$ cat config.mk
export PLATFORM = sky130hd
export DESIGN_NAME = align_sched
export DESIGN_NICKNAME = d
export VERILOG_FILES = /design/src/rtl/align_sched_pkg.sv /design/src/rtl/align_sched_buf.sv /design/src/rtl/align_sched.sv
export SDC_FILE = /design/constraint.sdc
export NUM_CORES = 1
export LEC_CHECK = 0
export CAP_MARGIN = 20
export CORE_MARGIN = 3
export CORE_UTILIZATION = 51
export DETAILED_ROUTE_END_ITERATION = 7
export PLACE_DENSITY = 0.8
export SLEW_MARGIN = 40
export SYNTH_ARGS = -nofsm -noshare
export SYNTH_HDL_FRONTEND = slang
export SYNTH_HIERARCHICAL = 1
export SYNTH_SLANG_ARGS = --single-unit
$ cat constraint.sdc
create_clock -name i_clk -period 2.4 [get_ports i_clk]
set_input_delay 0.72 -clock i_clk [delete_from_list [all_inputs] [get_ports i_clk]]
set_output_delay 0.72 -clock i_clk [all_outputs]
set_load 0.1 [all_outputs]
$ cat src/rtl/align_sched_pkg.sv
// Shared types and widths for the partial-product alignment scheduler.
// The ALIGN_SCHED_ZERO_SKIP_EN build uses SHIFT_LIMIT and the skip flag.
package align_sched_pkg;

  typedef enum logic [1:0] {IDLE, LOAD, ALIGN, DONE} state_t;

  localparam int PP_W  = 4;
  localparam int EXP_W = 6;
  localparam int ALP_W = 15;

  // The aligner returns zero once the exponent gap reaches this value
  localparam logic [EXP_W-1:0] SHIFT_LIMIT = 6'd12;

  typedef struct packed {
    logic [PP_W-1:0]  pp;
    logic [EXP_W-1:0] exp;
    logic             skip;
  } entry_t;

endpackage

$ cat src/rtl/align_sched_buf.sv
// NUM_PP-entry pp/exp register file: one write port, async read at raddr.
// Latency: write visible next cycle. Backpressure: none. ALIGN_SCHED_ZERO_SKIP_EN adds the next-unskipped finder.
module align_sched_buf
  import align_sched_pkg::*;
#(
  parameter int NUM_PP = 4,
  parameter int IDX_W  = $clog2(NUM_PP)
) (
  input  logic             clk,
  input  logic             rst_n,
  input  logic             we,
  input  logic [IDX_W-1:0] waddr,
  input  logic [PP_W-1:0]  wr_pp,
  input  logic [EXP_W-1:0] wr_exp,
  input  logic [IDX_W-1:0] raddr,
`ifdef ALIGN_SCHED_ZERO_SKIP_EN
  input  logic [EXP_W-1:0] fmax,
  input  logic [IDX_W:0]   fstart,
  output logic [IDX_W-1:0] nxt_idx,
  output logic             nxt_found,
`endif
  output logic [PP_W-1:0]  rd_pp,
  output logic [EXP_W-1:0] rd_exp
);

  logic [PP_W-1:0]  pp_q  [NUM_PP];
  logic [EXP_W-1:0] exp_q [NUM_PP];

  always_ff @(posedge clk or negedge rst_n) begin
    if (!rst_n) begin
      for (int i = 0; i < NUM_PP; i++) begin
        pp_q[i]  <= '0;
        exp_q[i] <= '0;
      end
    end else if (we) begin
      pp_q[waddr]  <= wr_pp;
      exp_q[waddr] <= wr_exp;
    end
  end

  assign rd_pp  = pp_q[raddr];
  assign rd_exp = exp_q[raddr];

`ifdef ALIGN_SCHED_ZERO_SKIP_EN
  logic [NUM_PP-1:0] skip_q;
  logic [NUM_PP-1:0] eff_skip;

  always_ff @(posedge clk or negedge rst_n) begin
    if (!rst_n)  skip_q <= '0;
    else if (we) skip_q[waddr] <= (wr_pp[2:0] == 3'b000);
  end

  // The beat being written this cycle is bypassed so the last load beat can pick the first ALIGN index
  always_comb begin
    eff_skip = '0;
    for (int i = 0; i < NUM_PP; i++) begin
      if (we && waddr == IDX_W'(i))
        eff_skip[i] = (wr_pp[2:0] == 3'b000) || ((fmax - wr_exp) >= SHIFT_LIMIT);
      else
        eff_skip[i] = skip_q[i] || ((fmax - exp_q[i]) >= SHIFT_LIMIT);
    end
  end

  always_comb begin
    nxt_idx   = '0;
    nxt_found = 1'b0;
    for (int i = NUM_PP - 1; i >= 0; i--) begin
      if (!eff_skip[i] && ((IDX_W+1)'(i) >= fstart)) begin
        nxt_idx   = IDX_W'(i);
        nxt_found = 1'b1;
      end
    end
  end
`endif

endmodule

$ cat src/rtl/align_sched.sv
// Time-shares one aligner over NUM_PP buffered pp/exp beats and sums the signed aligned results.
// Latency: NUM_PP+1 cycles last beat to o_valid (non-skipped count + 1 with ALIGN_SCHED_ZERO_SKIP_EN).
// Backpressure: o_pp_ready low during ALIGN/DONE; result held in DONE until i_ready.
module align_sched
  import align_sched_pkg::*;
#(
  parameter int NUM_PP = 4,
  parameter int IDX_W  = $clog2(NUM_PP),
  parameter int ACC_W  = ALP_W + IDX_W
) (
  input  logic             i_clk,
  input  logic             i_rst_n,
  input  logic             i_pp_valid,
  output logic             o_pp_ready,
  input  logic [PP_W-1:0]  i_denorm_pp,
  input  logic [EXP_W-1:0] i_exp,
  output logic [PP_W-1:0]  o_al_pp,
  output logic [EXP_W-1:0] o_al_exp,
  output logic [EXP_W-1:0] o_al_max_exp,
  input  logic [ALP_W-1:0] i_al_result,
  output logic             o_valid,
  input  logic             i_ready,
  output logic [ACC_W-1:0] o_sum,
  output logic [EXP_W-1:0] o_max_exp,
  output logic             o_busy
);

  localparam logic [IDX_W-1:0] LAST = IDX_W'(NUM_PP - 1);

  state_t           state, nstate;
  logic [IDX_W-1:0] cnt, idx, first_idx, step_idx;
  logic [EXP_W-1:0] max_q, new_max;
  logic [ACC_W-1:0] acc, sum_nxt;
  logic [PP_W-1:0]  rd_pp, hold_pp;
  logic [EXP_W-1:0] rd_exp, hold_exp, hold_max;
  logic             accept, last_beat, last_align, skip_all;

  assign accept    = i_pp_valid && o_pp_ready;
  assign last_beat = accept && (state == LOAD) && (cnt == LAST);
  assign new_max   = (state == IDLE || i_exp > max_q) ? i_exp : max_q;
  assign sum_nxt   = acc + {{IDX_W{i_al_result[ALP_W-1]}}, i_al_result};

`ifdef ALIGN_SCHED_ZERO_SKIP_EN
  logic [IDX_W:0]   fstart;
  logic [EXP_W-1:0] fmax;
  logic [IDX_W-1:0] nxt_idx;
  logic             nxt_found;

  assign fmax       = (state == ALIGN) ? max_q : new_max;
  assign fstart     = (state == ALIGN) ? ({1'b0, idx} + 1'b1) : '0;
  assign first_idx  = nxt_idx;
  assign step_idx   = nxt_idx;
  assign last_align = !nxt_found;
  assign skip_all   = !nxt_found;
`else
  assign first_idx  = '0;
  assign step_idx   = idx + 1'b1;
  assign last_align = (idx == LAST);
  assign skip_all   = 1'b0;
`endif

  align_sched_buf #(.NUM_PP(NUM_PP), .IDX_W(IDX_W)) u_buf (
    .clk       (i_clk),
    .rst_n     (i_rst_n),
    .we        (accept),
    .waddr     (cnt),
    .wr_pp     (i_denorm_pp),
    .wr_exp    (i_exp),
    .raddr     (idx),
`ifdef ALIGN_SCHED_ZERO_SKIP_EN
    .fmax      (fmax),
    .fstart    (fstart),
    .nxt_idx   (nxt_idx),
    .nxt_found (nxt_found),
`endif
    .rd_pp     (rd_pp),
    .rd_exp    (rd_exp)
  );

  // Aligner inputs follow the buffer only in ALIGN and keep the last replayed entry otherwise
  assign o_al_pp      = (state == ALIGN) ? rd_pp  : hold_pp;
  assign o_al_exp     = (state == ALIGN) ? rd_exp : hold_exp;
  assign o_al_max_exp = (state == ALIGN) ? max_q  : hold_max;
  assign o_busy       = (state != IDLE);

  always_comb begin
    nstate = state;
    case (state)
      IDLE:    if (accept)     nstate = LOAD;
      LOAD:    if (last_beat)  nstate = skip_all ? DONE : ALIGN;
      ALIGN:   if (last_align) nstate = DONE;
      DONE:    if (i_ready)    nstate = IDLE;
      default:                 nstate = IDLE;
    endcase
  end

  always_ff @(posedge i_clk or negedge i_rst_n) begin
    if (!i_rst_n) state <= IDLE;
    else          state <= nstate;
  end

  always_ff @(posedge i_clk or negedge i_rst_n) begin
    if (!i_rst_n) begin
      o_pp_ready <= 1'b0;
      o_valid    <= 1'b0;
      o_sum      <= '0;
      o_max_exp  <= '0;
      cnt        <= '0;
      idx        <= '0;
      max_q      <= '0;
      acc        <= '0;
      hold_pp    <= '0;
      hold_exp   <= '0;
      hold_max   <= '0;
    end else begin
      o_pp_ready <= (nstate == IDLE) || (nstate == LOAD);
      o_valid    <= (nstate == DONE);
      if (accept) begin
        max_q <= new_max;
        cnt   <= last_beat ? '0 : cnt + 1'b1;
      end
      if (last_beat) begin
        acc <= '0;
        idx <= first_idx;
        if (skip_all) begin
          o_sum     <= '0;
          o_max_exp <= new_max;
        end
      end
      if (state == ALIGN) begin
        acc      <= sum_nxt;
        idx      <= step_idx;
        hold_pp  <= rd_pp;
        hold_exp <= rd_exp;
        hold_max <= max_q;
        if (last_align) begin
          o_sum     <= sum_nxt;
          o_max_exp <= max_q;
        end
      end
    end
  end

endmodule

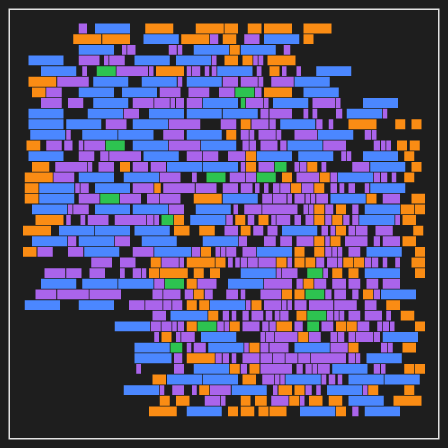
Figure 1: placed cells, one colour a class.
[blue] registers | cells: 110 | share of their area: 39%
[orange] remaining buffers and delay cells | cells: 138 | share of their area: 19%
[green] clock drivers and dummy loads | cells: 16 | share of their area: 2.6%
[purple] remaining logic cells | cells: 346 | share of their area: 39%
standard-cell row count: 37
core outline area: 0.0104 mm²

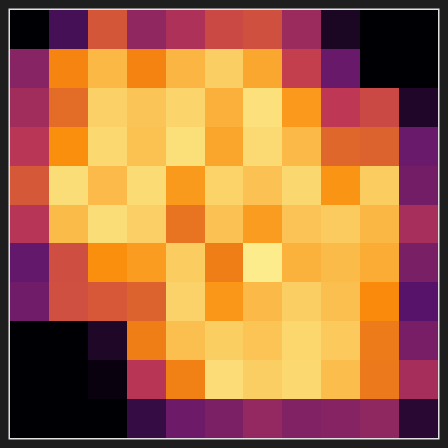
Figure 2: cell density map.
The die is cut into 11 by 11 equal tiles; black is low, pale yellow is high, 0 to 100% covered.
mean over tiles: 59%
tiles over 75% full: 46%
densest ninth of the die: middle
nearly empty tiles: 9.9%
emptiest ninth of the die: bottom left
fullest tile: 96%
utilization of the core after routing: 70.1%
core utilization before placement: 52.6%

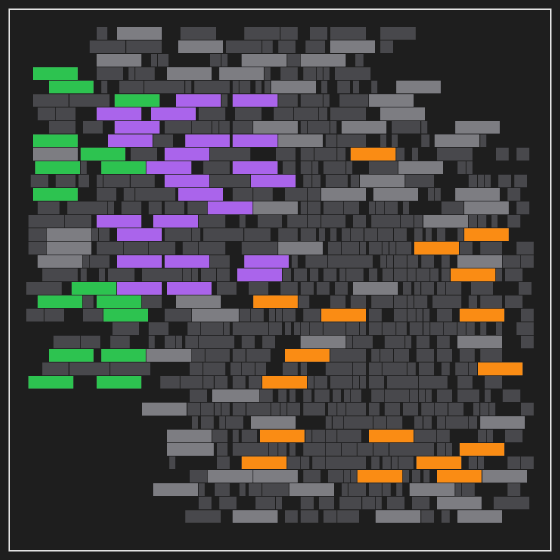
Figure 3: where the registers sit.
[purple] u_buf/exp_q | flops: 24
[orange] acc | flops: 17
[green] u_buf/pp_q | flops: 16
not coloured: 53
Storage cell area: 0.00276 mm²
flop share of the area: 37.9%

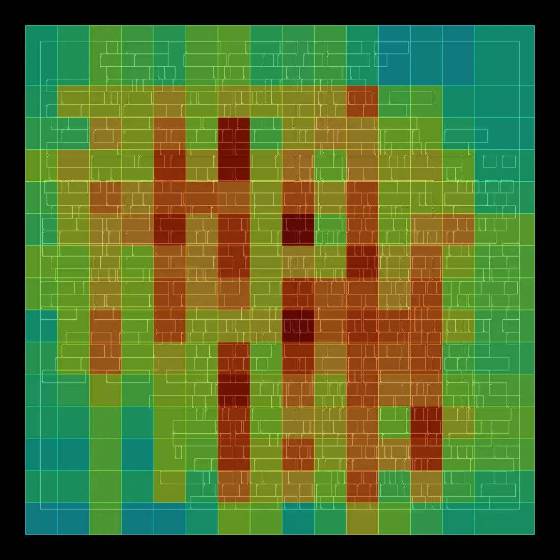
Figure 4: congestion heat map.
met1 usage in global routing: 28.2%
met2 track demand over resource: 37.4%
routed length per instance: 17.1 µm

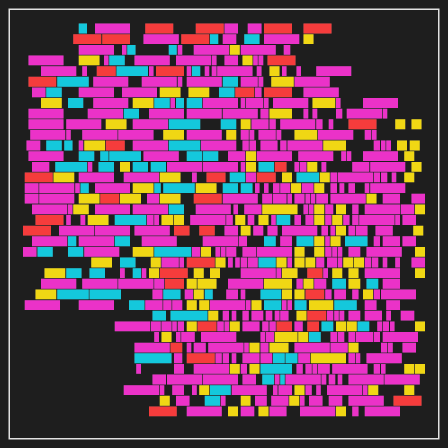
Figure 5: drive-strength map.
[magenta] x1 and smaller | cells: 371 | share: 61% | most used: dfrtp_1
[red] x6 and larger | cells: 38 | share: 6.2% | most used: buf_12
[yellow] x3 and x4 | cells: 122 | share: 20% | most used: buf_4
[cyan] x2 | cells: 79 | share: 13% | most used: mux2_2
worst setup margin: -126 ps
total of plain and repair buffers excluding clock buffers: 138

Yosys cell counts (all sizes together), types with 2 or more instances:
library cell,n,area [µm²]
dfrtp,110,2750
nand2,92,345
mux2,49,627
o21ai,48,240
ha,24,300
a21oi,18,109
inv,17,63.8
buf,13,96.3
nor2,11,41.3
mux4,10,225
xor2,8,70.1
clkbuf,6,23.8
nand3,6,40.0
xnor2,6,52.6
nor2b,5,31.3
a211oi,4,40.0
nand2b,4,27.5
nor3,4,20.0
o31ai,4,30.0
a22o,3,26.3
and2,3,21.3
o21a,3,23.8
a21o,2,15.0
a22oi,2,15.0
mux2i,2,20.0
nand3b,2,15.0
nand4,2,12.5
o211ai,2,25.0
sequential cells by signal, indices dropped and copies added (netlist names), 2 cells and up:
name,count
hold_max,6
hold_pp,4
cnt,2
o_max_exp,6
o_sum,17
u_buf/exp_q,24
acc,17
idx,2
u_buf/pp_q,16
state,2
hold_exp,6
max_q,6
area by class of cell:
cell class | count | area share, %
Sequential cell | 110 | 37.9
Multi-Input combinational cell | 329 | 37.4
Timing Repair Buffer | 138 | 19.0
Tap cell | 136 | 2.34
Clock buffer | 11 | 1.94
Inverter | 17 | 0.877
Clock inverter | 5 | 0.636
cell families (layout without fill, tap and decap cells):
group / after synthesis / after routing / synth area share (%)
adders and majority gates: 25 / 25 / 5.87
and+or+nand+nor: 135 / 135 / 11.1
xor gates and xnor gates: 14 / 14 / 2.25
buffers and inverters: 36 / 171 / 3.37
DFF: 110 / 110 / 50.4
muxes: 61 / 61 / 16.0
AOI/OAI and AO/OA: 94 / 94 / 11.0
per-stage QoR:
stage | area, µm² | setup TNS (ps)
2_1_floorplan | 5510 | -1020
3_3_place_gp | 6860 | -9610
3_5_place_dp | 6860 | -11810
4_1_cts | 7140 | -1350
5_1_grt | 7270 | -2040
6_report | 7270 | -1080
how the worst min path moves through the flow:
| stage | end | from | cells after the start |
|---|---|---|---|
| 5_1_grt | o_sum[7]$_DFFE_PN0P_ | i_rst_n | 2 |
| 6_report | o_sum[1]$_DFFE_PN0P_ | i_rst_n | 2 |
| 4_1_cts | acc[3]$_DFFE_PN0P_ | i_rst_n | 2 |
| 3_3_place_gp | o_sum[7]$_DFFE_PN0P_ | o_sum[7]$_DFFE_PN0P_ | 2 |
| 3_5_place_dp | o_sum[9]$_DFFE_PN0P_ | o_sum[9]$_DFFE_PN0P_ | 2 |
| 2_1_floorplan | acc[0]$_DFFE_PN0P_ | i_rst_n | 0 |
worst max-delay path, cell delays in order (launching register included):
cell                      delay (ps)
sky130_fd_sc_hd__dfrtp_1         400
sky130_fd_sc_hd__buf_2           200
sky130_fd_sc_hd__mux4_2          500
sky130_fd_sc_hd__nand2_1          90
sky130_fd_sc_hd__nand2_2          70
sky130_fd_sc_hd__buf_12          170
==> metrics.yaml <==
status:
  outcome: "finished, violations left"
  failed_checks: "negative setup slack"
floorplanning:
  die.size.x_um: 109
  chipArea_mm2: 0.0120
  die-height_um: 109
drt:
  top_signal_layer_used: "met4"
  met2WireLength_um: 6510
  drt_drc_violations_left: 0
  dr_wl_met3_um: 600
  drtAntennaViolNets: 0
  detailroute.via_count: 4126
  route.detailed.vias_per_inst: 5.53
global_route:
  grt_resource_usage_total_pct: 22.0
  grt_pass1_vias: 4285
  grt_remaining_overflow: 0
  largest_net_degree_at_the_start_of_global_routing: 111
synthesis:
  synth-async-reset-ratio_pct: 100
  yosys_most_used_dff: "sky130_fd_sc_hd__dfrtp_1"
  enable_flop_cells: 0
  mappedNetlistNets: 529
  synth_stat.cells: 475
  synth.avg_cell_area_um2: 11.5
  ys_seq_share_pct: 50.4
  synth.distinct_cells: 54
cells_and_area:
  num-fill-cells: 734
  antenna_cells_inserted: 0
  layout-drive-gt1-share_pct: 39.2
  lay_top_count: "sky130_fd_sc_hd__dfrtp_1"
  area_of_the_multi_input_gates_mm2: 0.00272
  final_net_count: 659
  final_cell_mix: "107 x sky130_fd_sc_hd__dfrtp_1, 86 x sky130_fd_sc_hd__buf_4, 80 x sky130_fd_sc_hd__nand2_1"
clocking:
  cts_post_setup_buffers_inserted: 2
  cts_num_sinks: 110
  clock-root-buffer: "sky130_fd_sc_hd__clkbuf_8"
  numCtsBuffers: 9
  h-tree-depth: 3
  clockBufferDepth: 2
  cts_repair_resize_count: 17
worst_hold_path:
  holdCritPathClass: "input port to asynchronous set/reset pin"
flow_run:
  stage_log_warnings: 31
  cap_viol_max_count: 0
timing:
  final.period_utilization_pct: 105
  transition_at_the_pin_with_the_smallest_max_transition_slack_ps: 615
  final.setup.worst_slack_ps: -126
  clock.fmax_mhz: 396
  finalHoldWorstSlack_ps: 363
  slew_headroom_pct: 59.0
  fin_skew_ps: 13.6
  final_setup_violations: 10
  period_minus_slack_ps: 2530
critical_path:
  cp-startpoint: "idx[0]$_DFFE_PN0P_"
  worstSetupEndpoint: "o_al_pp[2]"
  worst_r2r_path_depth: 9
  setup.worst_path.end_class: "output pin"
  worstSetupPathType: "flip-flop to output pin"
  startpoint_type: "flip-flop"
  worstPathRequired_ps: 1680
  crit_arrival_ps: 1810
place:
  gp_routability_congestion: 0.841
  preCtsSetupSlack_ps: -606
  portBuffers: 70
